Figure 1. Nets reached from selected ports (run 1).
The bar under the picture is 20 um long.
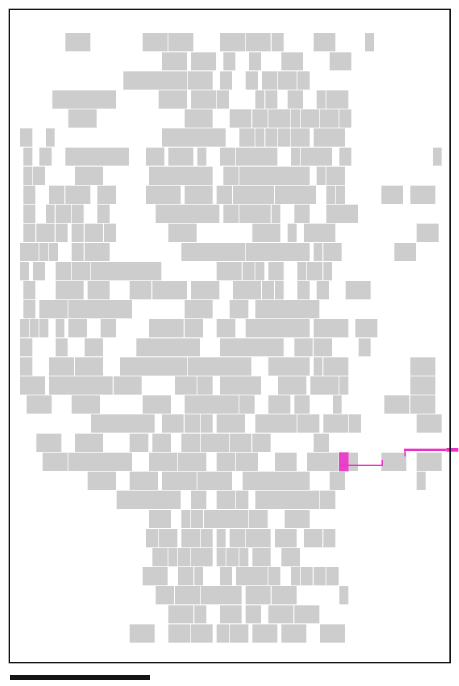
Figure 2. Routed metal per tile (run 1).
The die is cut into 13 by 19 equal tiles; dark blue is low, red is high, scaled to the fullest tile. Values are wire area over tile area, all layers added.
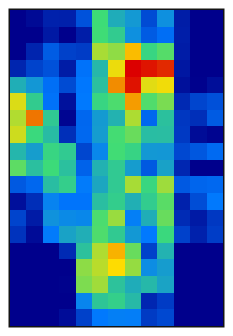
Figure 3. Placement view (run 1).
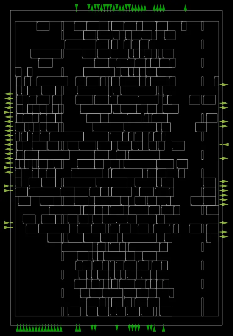
### src/rtl/control_sequencer.sv
// Hardwired Moore control unit for the Mini SRC datapath: fetch, decode and
// execute of register-register ALU instructions.
module control_sequencer #(
    parameter int unsigned NREG  = 16,
    parameter int unsigned ALU_W = 5
) (
    input  logic             w_clock,
    input  logic             w_clear,
    input  logic             w_run,
    input  logic             w_mem_ready,
    input  logic [31:0]      w_ir,
    output logic             s_PC,
    output logic             s_Zlow,
    output logic             s_Zhigh,
    output logic             s_MDR,
    output logic             s_HI,
    output logic             s_LO,
    output logic [NREG-1:0]  s_R,
    output logic [NREG-1:0]  e_R,
    output logic             e_MAR,
    output logic             e_Z,
    output logic             e_PC,
    output logic             e_MDR,
    output logic             e_IR,
    output logic             e_Y,
    output logic             e_HI,
    output logic             e_LO,
    output logic             w_IncPC,
    output logic             w_read,
    output logic [ALU_W-1:0] opcode,
    output logic             e_alu,
    output logic             w_halt
);

    typedef enum logic [3:0] {
        StIdle, StT0, StT1, StT2, StT3, StT4, StT5, StT6, StT7, StHalt
    } state_e;

    state_e      state_q, state_d;
    logic [31:15] ir_q;

    logic [4:0]       op;
    logic [3:0]       ra, rb, rc;
    logic [ALU_W-1:0] alu_op;
    logic             legal, unary, muldiv;
    logic [NREG-1:0]  one_hot_base;
    logic             unused_ir_bits;

    // Low IR bits carry immediates this unit never decodes.
    assign unused_ir_bits = ^w_ir[14:0];

    assign op = ir_q[31:27];
    assign ra = ir_q[26:23];
    assign rb = ir_q[22:19];
    assign rc = ir_q[18:15];
    assign one_hot_base = {{(NREG-1){1'b0}}, 1'b1};

    // State register and decode latch; IR is captured on the edge entering T3.
    always_ff @(posedge w_clock or negedge w_clear) begin
        if (!w_clear) begin
            state_q <= StIdle;
            ir_q    <= '0;
        end else begin
            state_q <= state_d;
            if (state_q == StT2) begin
                ir_q <= w_ir[31:15];
            end
        end
    end

    // Map the latched IR opcode onto the ALU operation and instruction class.
    always_comb begin
        alu_op = '0;
        legal  = 1'b1;
        unary  = 1'b0;
        muldiv = 1'b0;
        case (op)
            5'b00011: alu_op = ALU_W'(0);
            5'b00100: alu_op = ALU_W'(1);
            5'b00101: alu_op = ALU_W'(2);
            5'b00110: alu_op = ALU_W'(3);
            5'b00111: alu_op = ALU_W'(8);
            5'b01000: alu_op = ALU_W'(7);
            5'b01001: alu_op = ALU_W'(9);
            5'b01010: alu_op = ALU_W'(10);
            5'b01011: alu_op = ALU_W'(11);
            5'b01111: begin alu_op = ALU_W'(5);  muldiv = 1'b1; end
            5'b10000: begin alu_op = ALU_W'(6);  muldiv = 1'b1; end
            5'b10001: begin alu_op = ALU_W'(12); unary  = 1'b1; end
            5'b10010: begin alu_op = ALU_W'(4);  unary  = 1'b1; end
            default:  legal = 1'b0;
        endcase
    end

    // Next-state selection.
    always_comb begin
        state_d = state_q;
        unique case (state_q)
            StIdle: if (w_run) state_d = StT0;
            StT0:   state_d = StT1;
            StT1:   if (w_mem_ready) state_d = StT2;
            StT2:   state_d = StT3;
            StT3: begin
                if (!legal)     state_d = StHalt;
                else if (unary) state_d = StT5;
                else            state_d = StT4;
            end
            StT4:   state_d = StT5;
            StT5:   state_d = muldiv ? StT6 : StT7;
            StT6:   state_d = StT7;
            StT7:   state_d = w_run ? StT0 : StIdle;
            StHalt: state_d = StHalt;
            default: state_d = StIdle;
        endcase
    end

    // Moore output decode from registered state and latched IR fields.
    always_comb begin
        s_PC = 1'b0; s_Zlow = 1'b0; s_Zhigh = 1'b0; s_MDR = 1'b0;
        s_HI = 1'b0; s_LO = 1'b0;
        s_R  = '0;   e_R  = '0;
        e_MAR = 1'b0; e_Z = 1'b0; e_PC = 1'b0; e_MDR = 1'b0; e_IR = 1'b0;
        e_Y = 1'b0; e_HI = 1'b0; e_LO = 1'b0;
        w_IncPC = 1'b0; w_read = 1'b0; opcode = '0; e_alu = 1'b0; w_halt = 1'b0;
        unique case (state_q)
            StT0: begin s_PC = 1'b1; e_MAR = 1'b1; w_IncPC = 1'b1; e_Z = 1'b1; end
            StT1: begin s_Zlow = 1'b1; e_PC = 1'b1; w_read = 1'b1; e_MDR = 1'b1; end
            StT2: begin s_MDR = 1'b1; e_IR = 1'b1; end
            StT3: begin
                if (legal) begin
                    s_R = one_hot_base << rb;
                    if (unary) begin
                        opcode = alu_op; e_alu = 1'b1; e_Z = 1'b1;
                    end else begin
                        e_Y = 1'b1;
                    end
                end
            end
            StT4: begin
                s_R = one_hot_base << rc;
                opcode = alu_op; e_alu = 1'b1; e_Z = 1'b1;
            end
            StT5: begin
                s_Zlow = 1'b1;
                if (muldiv) e_LO = 1'b1;
                else        e_R  = one_hot_base << ra;
            end
            StT6:   begin s_Zhigh = 1'b1; e_HI = 1'b1; end
            StHalt: w_halt = 1'b1;
            default: ;
        endcase
    end

endmodule
### config.mk
export PLATFORM = sky130hd
export DESIGN_NAME = control_sequencer
export DESIGN_NICKNAME = d
export VERILOG_FILES = /design/src/rtl/control_sequencer.sv
export SDC_FILE = /design/constraint.sdc
export NUM_CORES = 1
export LEC_CHECK = 0
export ABC_AREA = 0
export CAP_MARGIN = 10
export CORE_ASPECT_RATIO = 1.5
export CORE_UTILIZATION = 32
export CTS_CLUSTER_DIAMETER = 60
export DETAILED_ROUTE_END_ITERATION = 10
export PLACE_DENSITY = 0.77
export SETUP_SLACK_MARGIN = 0.3
export SYNTH_ARGS = -nofsm -noshare
export SYNTH_HDL_FRONTEND = slang
export SYNTH_SLANG_ARGS = --single-unit
### constraint.sdc
create_clock -name w_clock -period 3.1 [get_ports w_clock]
set_clock_uncertainty 0.2 [all_clocks]
set_input_delay 0.465 -clock w_clock [delete_from_list [all_inputs] [get_ports w_clock]]
set_output_delay 0.465 -clock w_clock [all_outputs]
set_load 0.01 [all_outputs]
==> CHANGELOG.md, run 1 <==
### Metrics

- Status: complete, no violations
- Total core area: around 5200 um2
- DP Worst Slack: roughly 0.18 ns
- Slew @ Worst Pin: approximately 0.95 ns
- Final period utilization: 0.9205
- Post-synth design cell area: 1767 um2
- Most frequent cells after synthesis: dfrtp_1, nor2_1, nand2_1
- Dominant flop cell: dfrtp_1
- Startpoint Class: flop
- CP Launch Point: ir_q[30]
- Ao+oa area frac: 0.1933
- TritonRoute pass-1 iters: 6
- Worst r2r src: ir_q[30]
- Non-clk bufs: between 90 and 100
- DIE HEIGHT: 93 um
- ClkCell Share: 0.01778
- Top pwr grp: combinational cells
- Resize count post-CTS: between 50 and 60
- Cell Int Power: ~0.0012 W
- Leading registers by flop count: ir_q x17, state_q x4
- Worst hold endpoint: ir_q[19]
- Dpl cell area: 2515 um2
- Slowest Stage Delay on Critical Path: approximately 0.54 ns
- Hold Path Depth: 1
- Max transition margin: 0.3617
- FF+latch area: between 500 and 600 um2
- M2 GR Usage: 0.3197
- Max H-tree Level: 1
- Die area: just under 6000 um2
- Mux share of post-synthesis cell area: 0.1076
- Gate Area: ~1300 um2
- Tool warnings: between 40 and 50
- First-pass GRT wire length: a little under 8000 um
- WP data arrival: 2.19 ns
- P_seq: roughly 0.00065 W
- Area fraction in and, or, nand and nor cells after synthesis: 0.3059
- Initial antenna violation count: 0
- Comb area share: 0.4581
-- Figure 1 (at the start) --
colour	port	bits	direction	edge	end cells	buffers	wire
magenta	w_halt	1	output	right	1	1	13.3 um

-- Figure 2 (at the start) --
emptiest ninth of the die	bottom left
densest ninth of the die	top middle
tiles over half the peak	17%
nearly empty tiles	21%
mean over tiles	0.14
Total Routing Usage GR: 0.1683
Detailed Route WL: 5026 um
Wirelength per Cell: 14.00 um
routed via count: 1901

-- Figure 3 (at the start) --
Flops: 21
flop share of the area: 0.1923
post-layout util: 0.5234
# rows: 32

Figure 4. Cell classes on the final placement (run 1).
Fill, decap, tap and diode cells in grey.
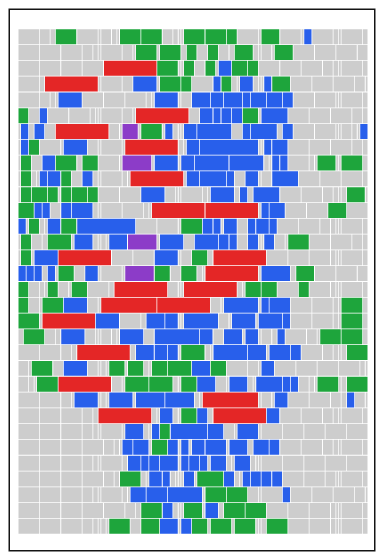

==> run 2, diff against run 1 <==
--- a/config.mk
+++ b/config.mk
@@ -7,11 +7,13 @@
 export LEC_CHECK = 0
 export ABC_AREA = 0
 export CAP_MARGIN = 10
+export CELL_PAD_IN_SITES_DETAIL_PLACEMENT = 1
+export CELL_PAD_IN_SITES_GLOBAL_PLACEMENT = 1
 export CORE_ASPECT_RATIO = 1.5
-export CORE_UTILIZATION = 32
+export CORE_UTILIZATION = 30
 export CTS_CLUSTER_DIAMETER = 60
 export DETAILED_ROUTE_END_ITERATION = 10
-export PLACE_DENSITY = 0.77
+export PLACE_DENSITY = 0.95
 export SETUP_SLACK_MARGIN = 0.3
 export SYNTH_ARGS = -nofsm -noshare
 export SYNTH_HDL_FRONTEND = slang
Figure 5. Cell classes on the final placement (run 2).
Fill, decap, tap and diode cells in grey.
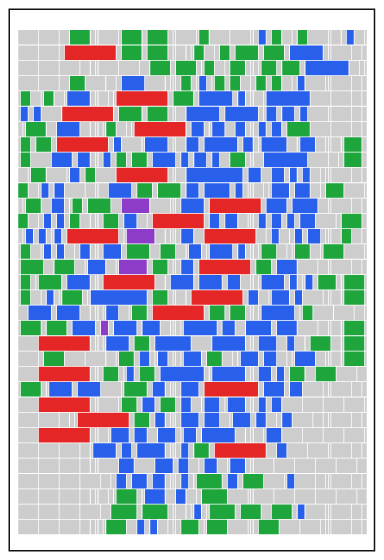
colour	class	cells	share of their area
red	flip-flops	21	19%
blue	all other logic	168	48%
green	other buffers and delay cells	109	32%
purple	clock drivers and dummy loads	4	1.6%
# rows: 33
design area: 2893 um2
post-layout util: 0.5190
flop share of the area: 0.1821
total core area: 5574 um2

==> CHANGELOG.md, run 2 <==
### Metrics

- Status: complete, no violations
- Ao+oa area frac: 0.1933
- Critical path capture point type: output port
- Max H-tree Level: 1
- Initial antenna violation count: 0
- TritonRoute pass-1 iters: 4
- Total Routing Usage GR: 0.1904
- Comb area share: 0.4546
- Die area: approximately 6200 um2
- Routed via count: between 1500 and 2000
- Cell area leaders: dfrtp_1, mux2_2, nand2b_1, o31ai_1, nor2_1
- Top cells excl fill/tap: clkdlybuf4s50_1, buf_4, dfrtp_1
- Final setup fails: 0
- WP data arrival: 2.22 ns
- Tool warnings: approximately 43
- Leading registers by flop count: ir_q x17, state_q x4
- RSZ-0062 raised after global routing: true
- DP Worst Slack: around 0.13 ns
- P_seq: 0.000650 W
- Post-synth design cell area: around 1800 um2
- Wirelength per Cell: roughly 17 um
- Max Root-Sink Buffers: 2
- Non-clk bufs: 109
- Gate Area: ~1300 um2
- Largest Register: ir_q
- Worst r2r src: ir_q[30]
- Critical R2R Capture: state_q[0]
- Registers, synthesis: 21
- Detailed Route WL: approximately 6300 um
- Dominant flop cell: dfrtp_1
- ClkCell Share: 0.01557
- Final period utilization: 0.9299
- Dpl cell area: around 2500 um2
- Top pwr grp: combinational cells
- First-pass GRT wire length: 9384 um
- Register share after synthesis: 0.2975
- FF+latch area: roughly 530 um2
- Flops: 21
- Mux share of post-synthesis cell area: 0.1076
- Cell Int Power: 0.001185 W
- Area fraction in and, or, nand and nor cells after synthesis: 0.3059
- Most frequent cells after synthesis: dfrtp_1, nor2_1, nand2_1
Figure 6. Routed metal per tile (run 2).
The die is cut into 13 by 19 equal tiles; dark blue is low, red is high, scaled to the fullest tile. Values are wire area over tile area, all layers added.
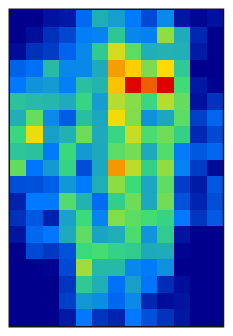

==> run 3, diff against run 2 <==
--- a/config.mk
+++ b/config.mk
@@ -5,16 +5,17 @@
 export SDC_FILE = /design/constraint.sdc
 export NUM_CORES = 1
 export LEC_CHECK = 0
-export ABC_AREA = 0
+export ABC_AREA = 1
 export CAP_MARGIN = 10
 export CELL_PAD_IN_SITES_DETAIL_PLACEMENT = 1
 export CELL_PAD_IN_SITES_GLOBAL_PLACEMENT = 1
 export CORE_ASPECT_RATIO = 1.5
-export CORE_UTILIZATION = 30
+export CORE_UTILIZATION = 29
 export CTS_CLUSTER_DIAMETER = 60
 export DETAILED_ROUTE_END_ITERATION = 10
 export PLACE_DENSITY = 0.95
 export SETUP_SLACK_MARGIN = 0.3
+export SLEW_MARGIN = 20
 export SYNTH_ARGS = -nofsm -noshare
 export SYNTH_HDL_FRONTEND = slang
 export SYNTH_SLANG_ARGS = --single-unit
Figure 7. Routed metal per tile (run 3).
The die is cut into 14 by 20 equal tiles; dark blue is low, red is high, scaled to the fullest tile. Values are wire area over tile area, all layers added.
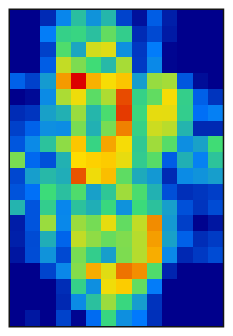
emptiest ninth of the die	bottom right
mean over tiles	0.15
nearly empty tiles	18%
tiles over half the peak	28%
fullest tile	0.44

==> CHANGELOG.md, run 3 <==
### Metrics

- DIE HEIGHT: roughly 100 um
- Top cells excl fill/tap: nand2_1, clkdlybuf4s50_1, nor2_1
- Critical R2R Capture: ir_q[28]
- Status: complete, no violations
- Mux share of post-synthesis cell area: 0
- Area fraction in and, or, nand and nor cells after synthesis: 0.5353
- FF+latch area: between 500 and 600 um2
- Routed via count: 2160
- Registers, synthesis: 21
- WP data arrival: approximately 2 ns
- Max Root-Sink Buffers: 2
- Slowest Stage Delay on Critical Path: about 0.54 ns
- Most frequent cells after synthesis: nand2_1, nor2_1, nand3_1
- Ao+oa area frac: 0.04818
- Final setup fails: 0
- Cell area leaders: dfrtp_1, nand2_1, nand3_1, nor2_1, nand3_2
- ClkCell Share: 0.01589
- Comb area share: 0.4073
- Flop share of the area: 0.1876
- DP Worst Slack: between 0.4 and 0.5 ns
- Detailed Route WL: between 6000 and 7000 um
- Gate Area: ~1200 um2
- Die area: between 6000 and 7000 um2
Power is estimated from default activity; no workload was simulated.
